`config.mk`:
```
export PLATFORM = sky130hd
export DESIGN_NAME = adder_pipe
export DESIGN_NICKNAME = d
export VERILOG_FILES = /design/src/rtl/adder_pkg.sv /design/src/rtl/adder_pipe_stage.sv /design/src/rtl/adder_pipe.sv
export SDC_FILE = /design/constraint.sdc
export NUM_CORES = 1
export LEC_CHECK = 0
export CAP_MARGIN = 20
export CORE_MARGIN = 2
export CORE_UTILIZATION = 30
export CTS_CLUSTER_DIAMETER = 150
export DETAILED_ROUTE_END_ITERATION = 7
export PLACE_DENSITY_LB_ADDON = 0.25
export SYNTH_ARGS = -nofsm -noshare
export SYNTH_HDL_FRONTEND = slang
export SYNTH_SLANG_ARGS = --single-unit
export TNS_END_PERCENT = 10
```
`constraint.sdc`:
```
create_clock -name clk -period 5.2 [get_ports clk]
set_input_delay 1.3 -clock clk [delete_from_list [all_inputs] [get_ports clk]]
set_output_delay 1.3 -clock clk [all_outputs]
set_load 0.01 [all_outputs]
```
`src/rtl/adder_pkg.sv`:
```
// Shared definitions for the pipelined adder: mode encodings and
// helpers that derive and validate the stage count.
package adder_pkg;

  localparam logic MODE_ADD = 1'b0;
  localparam logic MODE_SUB = 1'b1;

  function automatic int stages(input int width, input int chunk);
    return width / chunk;
  endfunction

  function automatic bit width_ok(input int width, input int chunk);
    return (chunk > 0) && (width >= chunk) && ((width % chunk) == 0);
  endfunction

endpackage

```
`src/rtl/adder_pipe_stage.sv`:
```
// One carry-propagating slice: adds a CHUNK-bit pair plus carry-in and
// registers the result chunk, carry, mode and valid when the pipe advances.
module adder_pipe_stage
  import adder_pkg::*;
#(
  parameter int CHUNK = 16
) (
  input  logic             clk,
  input  logic             rst,
  input  logic             advance,
  input  logic             valid_in,
  input  logic             mode_in,
  input  logic             carry_in,
  input  logic [CHUNK-1:0] a_in,
  input  logic [CHUNK-1:0] b_in,
  output logic             valid_q,
  output logic             mode_q,
  output logic             carry_q,
  output logic [CHUNK-1:0] sum_q
);

  logic [CHUNK:0]   add_full;
  logic             valid_d;
  logic             mode_d;
  logic             carry_d;
  logic [CHUNK-1:0] sum_d;

  always_comb begin
    add_full = {1'b0, a_in} + {1'b0, b_in} + {{CHUNK{1'b0}}, carry_in};
    valid_d  = valid_q;
    mode_d   = mode_q;
    carry_d  = carry_q;
    sum_d    = sum_q;
    if (advance) begin
      valid_d = valid_in;
      mode_d  = mode_in;
      carry_d = add_full[CHUNK];
      sum_d   = add_full[CHUNK-1:0];
    end
  end

  always_ff @(posedge clk) begin
    if (rst) begin
      valid_q <= 1'b0;
      mode_q  <= MODE_ADD;
      carry_q <= 1'b0;
      sum_q   <= '0;
    end else begin
      valid_q <= valid_d;
      mode_q  <= mode_d;
      carry_q <= carry_d;
      sum_q   <= sum_d;
    end
  end

endmodule

```
`src/rtl/adder_pipe.sv`:
```
// Pipelined WIDTH-bit add/subtract, one CHUNK per stage, with operand skew,
// result deskew and a global stall driven by the output handshake.
module adder_pipe
  import adder_pkg::*;
#(
  parameter int WIDTH = 64,
  parameter int CHUNK = 16
) (
  input  logic             clk,
  input  logic             rst,
  input  logic             in_valid,
  output logic             in_ready,
  input  logic [WIDTH-1:0] a,
  input  logic [WIDTH-1:0] b,
  input  logic             sub,
  output logic             out_valid,
  input  logic             out_ready,
  output logic [WIDTH:0]   sum
);

  localparam int STAGES = stages(WIDTH, CHUNK);

  if (!width_ok(WIDTH, CHUNK)) begin : g_bad_params
    $error("adder_pipe: WIDTH must be a non-zero multiple of CHUNK");
  end

  logic             advance;
  logic [WIDTH-1:0] b_eff;
  logic [STAGES:0]  valid_chain;
  logic [STAGES:0]  mode_chain;
  logic [STAGES:0]  carry_chain;
  logic [CHUNK-1:0] a_at_stage  [STAGES];
  logic [CHUNK-1:0] b_at_stage  [STAGES];
  logic [CHUNK-1:0] stg_sum     [STAGES];
  logic [CHUNK-1:0] res_aligned [STAGES];
  logic [WIDTH-1:0] res_flat;
  logic             out_valid_d, out_valid_q;
  logic [WIDTH:0]   sum_d, sum_q;

  assign advance = !out_valid_q || out_ready;
  assign in_ready  = advance;
  assign out_valid = out_valid_q;
  assign sum       = sum_q;

  // Subtraction is a + ~b + 1: invert B up front, the +1 enters as stage 0 carry-in.
  assign b_eff          = (sub == MODE_SUB) ? ~b : b;
  assign valid_chain[0] = in_valid;
  assign mode_chain[0]  = sub;
  assign carry_chain[0] = sub;

  for (genvar gi = 0; gi < STAGES; gi++) begin : g_stage
    localparam int SKEW   = gi;
    localparam int DESKEW = STAGES - 1 - gi;

    if (SKEW == 0) begin : g_no_skew
      assign a_at_stage[gi] = a[gi*CHUNK +: CHUNK];
      assign b_at_stage[gi] = b_eff[gi*CHUNK +: CHUNK];
    end else begin : g_skew
      logic [CHUNK-1:0] a_skew_q [SKEW];
      logic [CHUNK-1:0] a_skew_d [SKEW];
      logic [CHUNK-1:0] b_skew_q [SKEW];
      logic [CHUNK-1:0] b_skew_d [SKEW];

      always_comb begin
        a_skew_d = a_skew_q;
        b_skew_d = b_skew_q;
        if (advance) begin
          a_skew_d[0] = a[gi*CHUNK +: CHUNK];
          b_skew_d[0] = b_eff[gi*CHUNK +: CHUNK];
          for (int j = 1; j < SKEW; j++) begin
            a_skew_d[j] = a_skew_q[j-1];
            b_skew_d[j] = b_skew_q[j-1];
          end
        end
      end

      always_ff @(posedge clk) begin
        if (rst) begin
          for (int j = 0; j < SKEW; j++) begin
            a_skew_q[j] <= '0;
            b_skew_q[j] <= '0;
          end
        end else begin
          a_skew_q <= a_skew_d;
          b_skew_q <= b_skew_d;
        end
      end

      assign a_at_stage[gi] = a_skew_q[SKEW-1];
      assign b_at_stage[gi] = b_skew_q[SKEW-1];
    end

    adder_pipe_stage #(.CHUNK(CHUNK)) u_stage (
      .clk      (clk),
      .rst      (rst),
      .advance  (advance),
      .valid_in (valid_chain[gi]),
      .mode_in  (mode_chain[gi]),
      .carry_in (carry_chain[gi]),
      .a_in     (a_at_stage[gi]),
      .b_in     (b_at_stage[gi]),
      .valid_q  (valid_chain[gi+1]),
      .mode_q   (mode_chain[gi+1]),
      .carry_q  (carry_chain[gi+1]),
      .sum_q    (stg_sum[gi])
    );

    if (DESKEW == 0) begin : g_no_deskew
      assign res_aligned[gi] = stg_sum[gi];
    end else begin : g_deskew
      logic [CHUNK-1:0] dsk_q [DESKEW];
      logic [CHUNK-1:0] dsk_d [DESKEW];

      always_comb begin
        dsk_d = dsk_q;
        if (advance) begin
          dsk_d[0] = stg_sum[gi];
          for (int j = 1; j < DESKEW; j++) begin
            dsk_d[j] = dsk_q[j-1];
          end
        end
      end

      always_ff @(posedge clk) begin
        if (rst) begin
          for (int j = 0; j < DESKEW; j++) begin
            dsk_q[j] <= '0;
          end
        end else begin
          dsk_q <= dsk_d;
        end
      end

      assign res_aligned[gi] = dsk_q[DESKEW-1];
    end
  end

  // Top bit is carry for add and inverted carry (borrow) for sub.
  always_comb begin
    res_flat = '0;
    for (int k = 0; k < STAGES; k++) begin
      res_flat[k*CHUNK +: CHUNK] = res_aligned[k];
    end
    out_valid_d = out_valid_q;
    sum_d       = sum_q;
    if (advance) begin
      out_valid_d = valid_chain[STAGES];
      sum_d       = {carry_chain[STAGES] ^ mode_chain[STAGES], res_flat};
    end
  end

  always_ff @(posedge clk) begin
    if (rst) begin
      out_valid_q <= 1'b0;
      sum_q       <= '0;
    end else begin
      out_valid_q <= out_valid_d;
      sum_q       <= sum_d;
    end
  end

endmodule

```
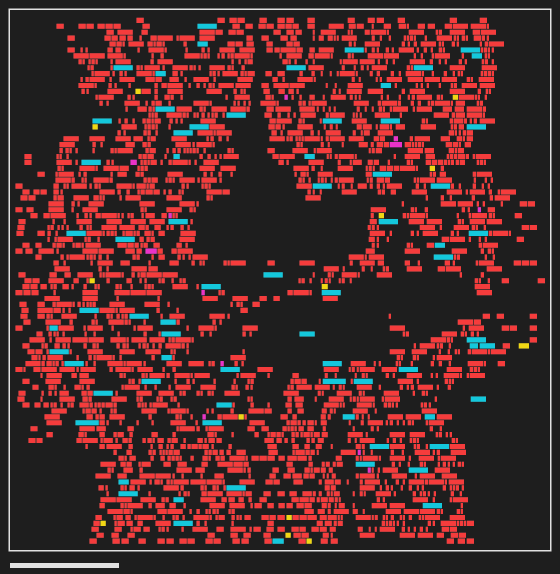
Figure 1: run 1, cell sizes after repair.
Scale bar: 50 µm.
[x2] magenta | cells: 12 | share: 0.50% | most used: clkinv_2
[x1 and smaller] red | cells: 2290 | share: 96% | most used: nand2_1
[x3 and x4] yellow | cells: 13 | share: 0.55% | most used: buf_4
[x6 and larger] cyan | cells: 70 | share: 2.9% | most used: clkbuf_16

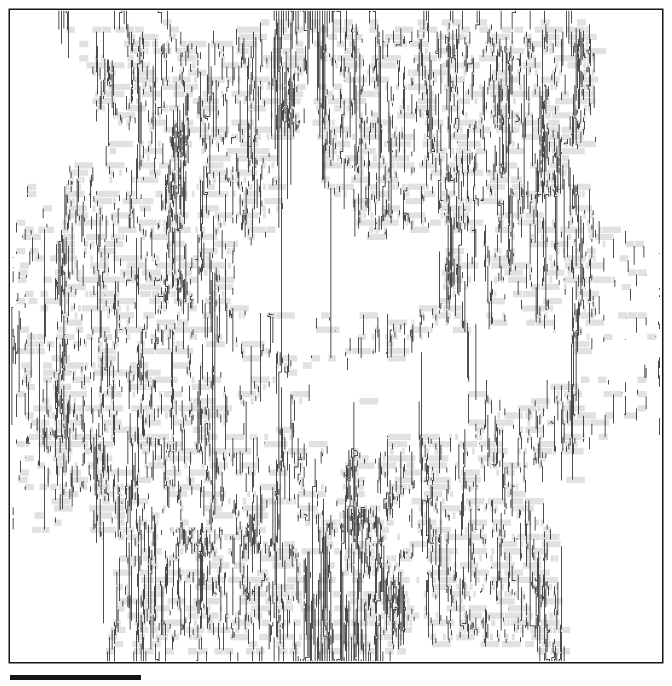
Figure 2: run 1, metal 2.
Scale bar: 50 µm. Cells faint in the background.
nets with wire on the layer: 1997
longest straight run: 102 µm
wire length on this layer: 19700 µm
M2 GR Usage: 22.0%
routed vias: 14800
total wire length: 43500 µm

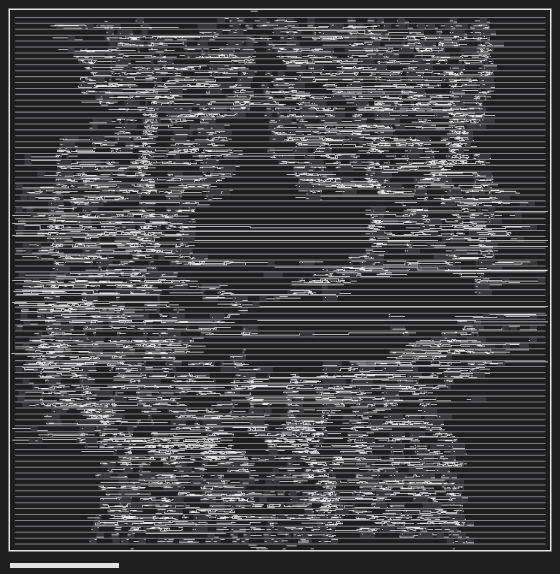
Figure 3: run 1, M1 wires.
Scale bar: 50 µm. Supply wires on this layer in gray. Cells faint in the background.
nets with wire on the layer: 2414
longest straight run: 133 µm
main direction: horizontal
share of all routed wire: 49%
wire length on this layer: 21.1 mm
M1 GR Usage: 19.1%

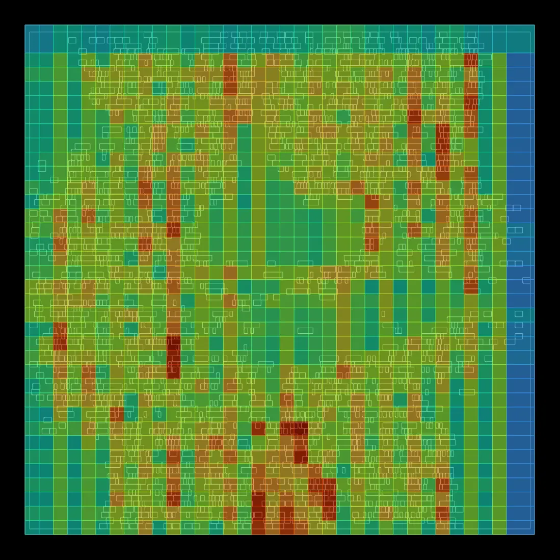
Figure 4: run 1, routing congestion.
final design utilization: 37.3%
Routed WL per cell: 13.8 µm
met3 Track Usage GR: 2.49%
GRT Util Overall: 13.9%

==> flow_summary_export.csv, run 1 <==
group,metric,value,unit
synthesis,postSynthSeqShare,48.1,%
sta,fin_crit_sh,75.1,%
synthesis,flop_cell,"dfxtp_1",
final_layout,fillers,6222,
synthesis,synthAoiAreaFrac,18.6,%
final_layout,sh_comb_area,39.4,%
route,vias_per_cell,4.67,
synthesis,syn-cell-area,0.0179,mm²
placement,hpwl,28000,µm
setup_path,arrival,2.60,ns
sta,setup_viol,0,
synthesis,synthArstFlopShare,0,%
sta,period_minus_slack,3.90,ns
final_layout,fin_area,0.0220,mm²
clock_tree,clk_pin_slew,0.06,ns
sta,hold_viol_final,0,
final_layout,buffers,210,
synthesis,synth_cells,2241,
worst_hold_path,hp-start,"g_stage[2].u_stage.mode_q",
final_layout,area_share_nonclk_buffers,9.73,%
global_routing,grt_pass1_vias,14100,
global_routing,antenna_found_initial,6,
synthesis,xor_share,5.24,%
clock_tree,clk_path_buf_depth,3,
sta,rsz0062_at_grt,"false",
route,antenna_left,0,
die,num_rows,89,
final_layout,flop_area,0.00861,mm²
route,drc,0,
setup_path,crit_path_frequent_cell,"clkdlybuf4s50_1",
sta,max_slew_margin,33.0,%
die,tapCellCount,773,
clock_tree,clock_latency,0.58,ns
setup_path,crit_chain,"clkdlybuf4s50_1 -> nor2b_4 -> inv_8 -> clkdlybuf4s50_1",
flow_run,warning_count,38,
placement,dpl_cell_area,0.0204,mm²
final_layout,largest_cell_class,"combinational gates",
synthesis,ys_ff,430,
die,core_area,0.0590,mm²
clock_tree,cts_tree,"built",
clock_tree,cts_resized,0,
final_layout,antenna_cells,3,
sta,fmaxAchievable,256,MHz
outcome,status,"finished clean",
power_and_ir_drop,ir_drop,193,µV
synthesis,simple_gate_area_share,19.5,%
setup_path,rr_startpoint,"a_at_stage[0]",
power_and_ir_drop,power-per-cell-area,350,mW/mm²
global_routing,grt_pass1_wl,71300,µm
final_layout,final-instance-count-excl-fill,3161,
synthesis,synth_warnings,0,
die,io_pins,200,
clock_tree,h-tree-depth,2,
setup_path,endpoint_kind,"primary output",
synthesis,synth_cell_types,63,
clock_tree,ctsHoldBuffers,0,
final_layout,lay_top_count,"nand2_1",
synthesis,synth_top_cell_by_area,"dfxtp_1",
sta,drv_slew,0,
sta,fin_tns_setup,0,ns
placement,post-place-ws,1.23,ns
synthesis,top_cells_by_count,"nand2_1, dfxtp_1, a21oi_1",
synthesis,yosys-mux-area-fraction,0.0559,%
die,die_area,0.0616,mm²
die,fp-utilization,30.3,%
setup_path,cp-startpoint,"out_ready",
setup_path,start_kind,"input pin",
clock_tree,numCtsBuffers,48,
route,wl_met2,19700,µm
sta,whs,0.433,ns
power_and_ir_drop,power.total,7.70,mW
synthesis,fa_ha_area_share,4.98,%
global_routing,grt_max_degree,227,
synthesis,synthTopLogicFamily,"simple AND/OR/NAND/NOR gates",
final_layout,lay_top_cells,"nand2_1, dfxtp_1, a21oi_1",
route,drt_iter0_drc,788,
placement,io_buffer_count,199,
flow_run,maxCapViolCount,0,
final_layout,drive_above_1_share,3.98,%
placement,dp_cells,3071,
clock_tree,cts.sinks,430,
die,fp.dieH,248,µm
setup_path,slowest_stage,"clkdlybuf4s50_1",
setup_path,cp_top_family,"buffers and inverters",
setup_path,regToRegSetupSlack,2.42,ns
sta,worstMarginPinSlew,1.00,ns
synthesis,syn_avg_cell_area,7.98,µm²
global_routing,overflow,0,
setup_path,path_class,"input pin to primary output",
sta,fin_skew,0.0296,ns
final_layout,n_all_inverters,14,
final_layout,final-clk-cell-share,7.07,%
synthesis,yosysMostFrequentCell,"nand2_1",
final_layout,final_net_count,2548,
placement,gp_congestion,0.787,
setup_path,crit_buf_inv,3,
setup_path,worst-path-max-fanout,16,
global_routing,grt.busiest_layer,"met2",
clock_tree,root_buffer,"clkbuf_16",
setup_path,required,3.90,ns
final_layout,largest_reg_flops,96,
final_layout,clockBufferCount,69,
synthesis,yosys_cells,2241,
route,wl_met1,21100,µm
final_layout,top_register,"g_stage.g_deskew.dsk_q",
synthesis,top_cells_by_area,"dfxtp_1, nand2_1, a21oi_1",
route,first_pass_iters,5,
synthesis,yosysChipArea,0.0179,mm²
route,routed.top_layer,"met5",
final_layout,seq_area_share,39.1,%
synthesis,top_cell_area_share,48.1,%
setup_path,critPathMaxStageDelay,0.49,ns
power_and_ir_drop,p_leak,8.28,nW
worst_hold_path,holdCritPathClass,"register to register",
synthesis,synth_nets,2441,
final_layout,seq_cells,430,
final_layout,comb_cells,1644,
final_layout,logic_area,0.00866,mm²
sta,setup_ws,1.30,ns
final_layout,syn2layout_area_growth,22.9,%
route,wl_met3,1620,µm
die,die_w,248,µm
clock_tree,cts_setup_buffers,0,
[run 1: worst register-to-register path: cells and delay by family (launching register included)]
family / cells / cell delay (ns)
flip-flops: 1 / 0.33
AND-OR/OR-AND: 6 / 1.08
AND/OR/NAND/NOR: 1 / 0.29
adder cells (fa/ha/maj): 2 / 0.93
[run 1: power by group]
part | switching [mW] | internal, mW
Clock | 1.37 | 1.95
Combinational | 0.404 | 0.383
Sequential | 0.103 | 3.49
Total | 1.88 | 5.82
[run 1: final timing paths]
kind / endpoint / cells after the start
worst max-delay path: in_ready / 4
worst min-delay path: g_stage[3].u_stage.mode_q / 2
worst max register to register: g_stage[3].u_stage.carry_q / 9
worst min register to register: g_stage[3].u_stage.mode_q / 2
==> run 2, diff against run 1 <==
==> constraint.sdc (replaced) <==
create_clock -name clk -period 3.2 [get_ports clk]
set_input_delay 0.8 -clock clk [delete_from_list [all_inputs] [get_ports clk]]
set_output_delay 0.8 -clock clk [all_outputs]
set_load 0.01 [all_outputs]
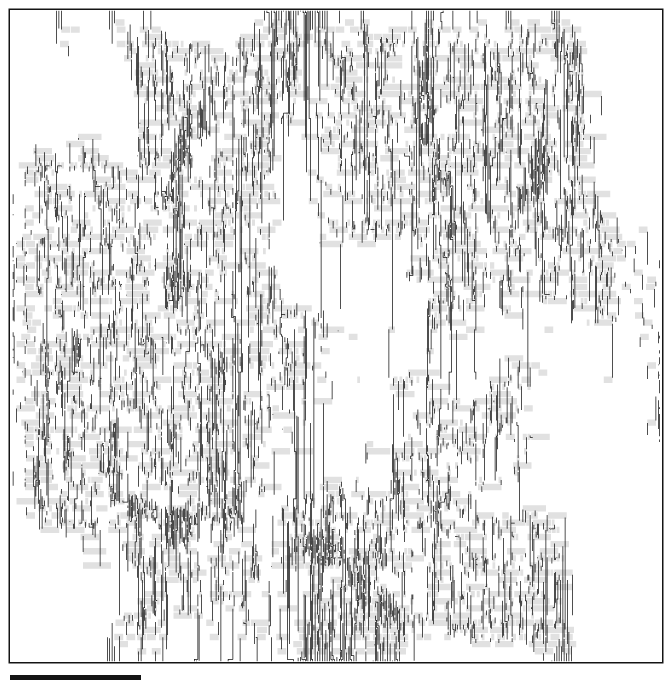
Figure 5: run 2, metal 2.
Scale bar: 50 µm. Cells faint in the background.
wire length on this layer: 20.4 mm
nets with wire on the layer: 2046
share of all routed wire: 46%
main direction: vertical
longest straight run: 90.0 µm

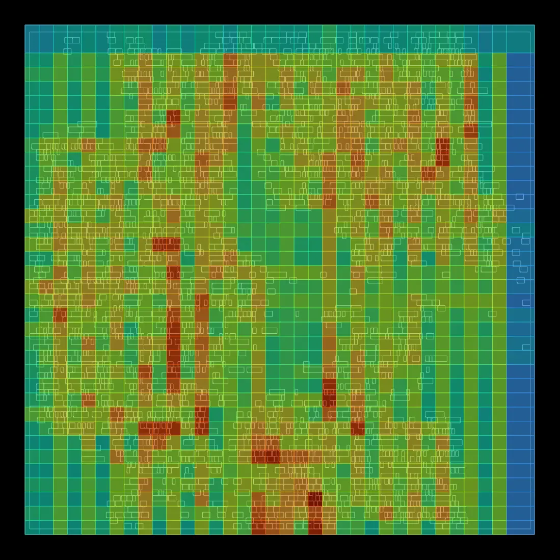
Figure 6: run 2, routing congestion.
final design utilization: 37.7%
layer with the highest usage: met2
M1 GR Usage: 18.8%
M2 GR Usage: 23.6%

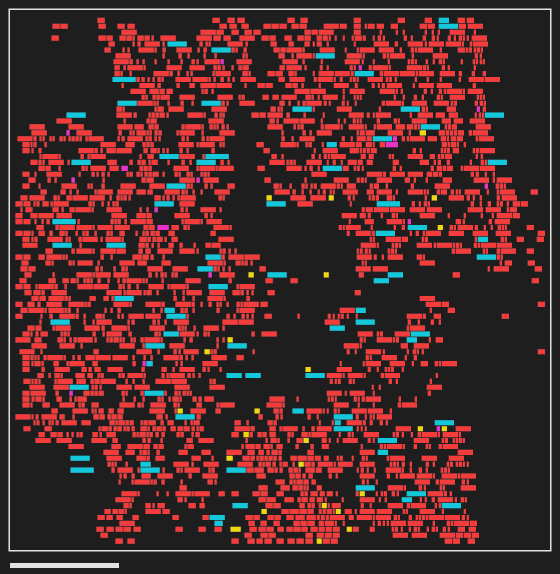
Figure 7: run 2, cell sizes after repair.
Scale bar: 50 µm.
[x3 and x4] yellow | cells: 25 | share: 1.0% | most used: buf_4
[x1 and smaller] red | cells: 2284 | share: 95% | most used: nand2_1
[x6 and larger] cyan | cells: 77 | share: 3.2% | most used: clkbuf_16
[x2] magenta | cells: 17 | share: 0.71% | most used: clkinv_2

==> run 2 against run 1 <==
Critical path depth did not move. Die size stayed put. Wire length up 3.3%. Flip-flop count stayed put. Clock power rose by 72%. Largest power group unchanged. Power is 67% higher. Hold slack gained 0.011 ns.
==> flow_summary_export.csv, run 2 <==
group,metric,value,unit
synthesis,ys_ff,430,
clock_tree,cts_setup_buffers,0,
route,routed.top_layer,"met5",
power_and_ir_drop,maxPowerGroup,"registers",
setup_path,rr_endpoint,"g_stage[3].u_stage.sum_q[12]",
placement,dpl_cell_area,0.0206,mm²
synthesis,yosysChipArea,0.0179,mm²
setup_path,cp_top_family,"buffers and inverters",
power_and_ir_drop,p_switching,3.13,mW
worst_hold_path,worstHoldEndpoint,"g_stage[2].u_stage.mode_q",
placement,post-place-ws,-0.119,ns
sta,whs,0.444,ns
power_and_ir_drop,powerSeq,5.85,mW
setup_path,crit_chain,"clkdlybuf4s50_1 -> nor2b_4 -> inv_8 -> clkdlybuf4s50_1",
synthesis,synth_cells,2241,
clock_tree,cts_resized,0,
global_routing,antenna_found_initial,2,
setup_path,crit_buf_inv,3,
power_and_ir_drop,power-per-cell-area,578,mW/mm²
setup_path,endpoint_kind,"primary output",
power_and_ir_drop,p_int,9.74,mW
die,num_rows,89,
power_and_ir_drop,seqPwrFrac,45.4,%
sta,setup_ws,0.406,ns
route,drt_wl_total,44900,µm
route,wl_met1,21500,µm
sta,drv_slew,0,
die,die_area,0.0616,mm²
setup_path,reg2regPathDepth,9,
power_and_ir_drop,p_leak,8.44,nW
synthesis,synth_nets,2441,
synthesis,synthArstFlopShare,0,%
global_routing,grt_max_degree,128,
final_layout,fin_area,0.0223,mm²
sta,worstMarginPinSlew,0.897,ns
setup_path,regToRegSetupSlack,0.42,ns
setup_path,setup.worst_path.end,"in_ready",
clock_tree,clock_latency,0.59,ns
setup_path,worst-path-max-fanout,2,
clock_tree,cts_tree,"built",
route,vias_per_cell,4.72,
synthesis,syn_avg_cell_area,7.98,µm²
synthesis,yosysMostFrequentCell,"nand2_1",
setup_path,worst-path-stages,4,
setup_path,start_kind,"input pin",
setup_path,required,2.40,ns
worst_hold_path,hold_depth,2,
clock_tree,root_buffer,"clkbuf_16",
power_and_ir_drop,pwr-share-clk,44.4,%
route,drc,0,
flow_run,warning_count,41,
die,fp.dieH,248,µm
global_routing,grt_use_total,14.4,%
sta,fin_skew,0.0252,ns
route,wl_met2,20400,µm
power_and_ir_drop,power.total,12.9,mW
power_and_ir_drop,ir_drop,326,µV
setup_path,cp-startpoint,"out_ready",
outcome,status,"finished clean",
die,core_area,0.0590,mm²
sta,period_minus_slack,2.79,ns
sta,rsz0062_at_grt,"false",
power_and_ir_drop,swShare,24.3,%
clock_tree,cts.sinks,430,
final_layout,syn2layout_area_growth,24.4,%
setup_path,path_class,"input pin to primary output",
route,wl_met3,1920,µm
synthesis,synth_cell_types,63,
flow_run,maxCapViolCount,0,
sta,fin_tns_setup,0,ns
setup_path,arrival,1.99,ns
synthesis,flop_cell,"dfxtp_1",
synthesis,synth_top_cell_by_area,"dfxtp_1",
setup_path,critPathMaxStageDelay,0.48,ns
global_routing,grt_pass1_vias,14600,
placement,io_buffer_count,199,
die,io_pins,200,
sta,fin_crit_sh,87.3,%
clock_tree,ctsHoldBuffers,0,
final_layout,drive_above_1_share,4.95,%
route,vias,15000,
worst_hold_path,holdCritPathClass,"register to register",
sta,hold_viol_final,0,
power_and_ir_drop,p_comb_share,10.2,%
route,drt_iter0_drc,754,
sta,setup_viol,0,
synthesis,postSynthSeqShare,48.1,%
final_layout,largest_reg_flops,96,
global_routing,grt_pass1_wl,73200,µm
die,fp-utilization,30.3,%
synthesis,top_cells_by_area,"dfxtp_1, nand2_1, a21oi_1",
final_layout,final-instance-count-excl-fill,3177,
final_layout,top_register,"g_stage.g_deskew.dsk_q",
placement,dp_cells,3086,
synthesis,syn-cell-area,0.0179,mm²
synthesis,synth-edff-count,0,
worst_hold_path,hp-start,"g_stage[1].u_stage.mode_q",
sta,fmaxAchievable,358,MHz
route,antenna_left,0,
power_and_ir_drop,comb_cell_power,1.31,mW
clock_tree,h-tree-depth,2,
placement,gp_congestion,0.837,
synthesis,top_cells_by_count,"nand2_1, dfxtp_1, a21oi_1",
route,first_pass_iters,5,
final_layout,lay_top_cells,"nand2_1, dfxtp_1, a21oi_1",
route,routedWlPerCell,14.1,µm
setup_path,crit_path_frequent_cell,"clkdlybuf4s50_1",
global_routing,grt.met3_usage,3.08,%
clock_tree,clk_pin_slew,0.06,ns
synthesis,yosys_cells,2241,
synthesis,synth_warnings,0,
clock_tree,numCtsBuffers,48,
global_routing,overflow,0,
power_and_ir_drop,power_clock,5.71,mW
-- run 2: netlist changes by cell type in the layout (fill, tap and decap cells not counted), moves of 2 or more --
cell       delta
clkbuf_1      -6
bufinv_16     +3
clkinv_2      +5
buf_12        +5
diode_2       -2
buf_4        +10
-- run 2: area by class of cell --
cell class	count	area [µm²]
timing repair buffer	225	2310
clock buffer	63	1370
fill	6108	36800
clock inverter	27	288
tap	773	967
inverter	14	60.1
antenna	1	2.50
sequential	430	8610
multi-input combinational	1644	8660
-- run 2: cells by family after synthesis --
family | after synthesis | synth area share, %
xor gates and xnor gates | 107 | 5.24
DFF | 430 | 48.1
muxes | 1 | 0.0559
and+or+nand+nor | 890 | 19.5
buffers and inverters | 167 | 3.55
AOI/OAI and AO/OA | 579 | 18.6
adders and majority gates | 67 | 4.98
Power figures rest on the tool's default switching activity, not on a simulated workload.
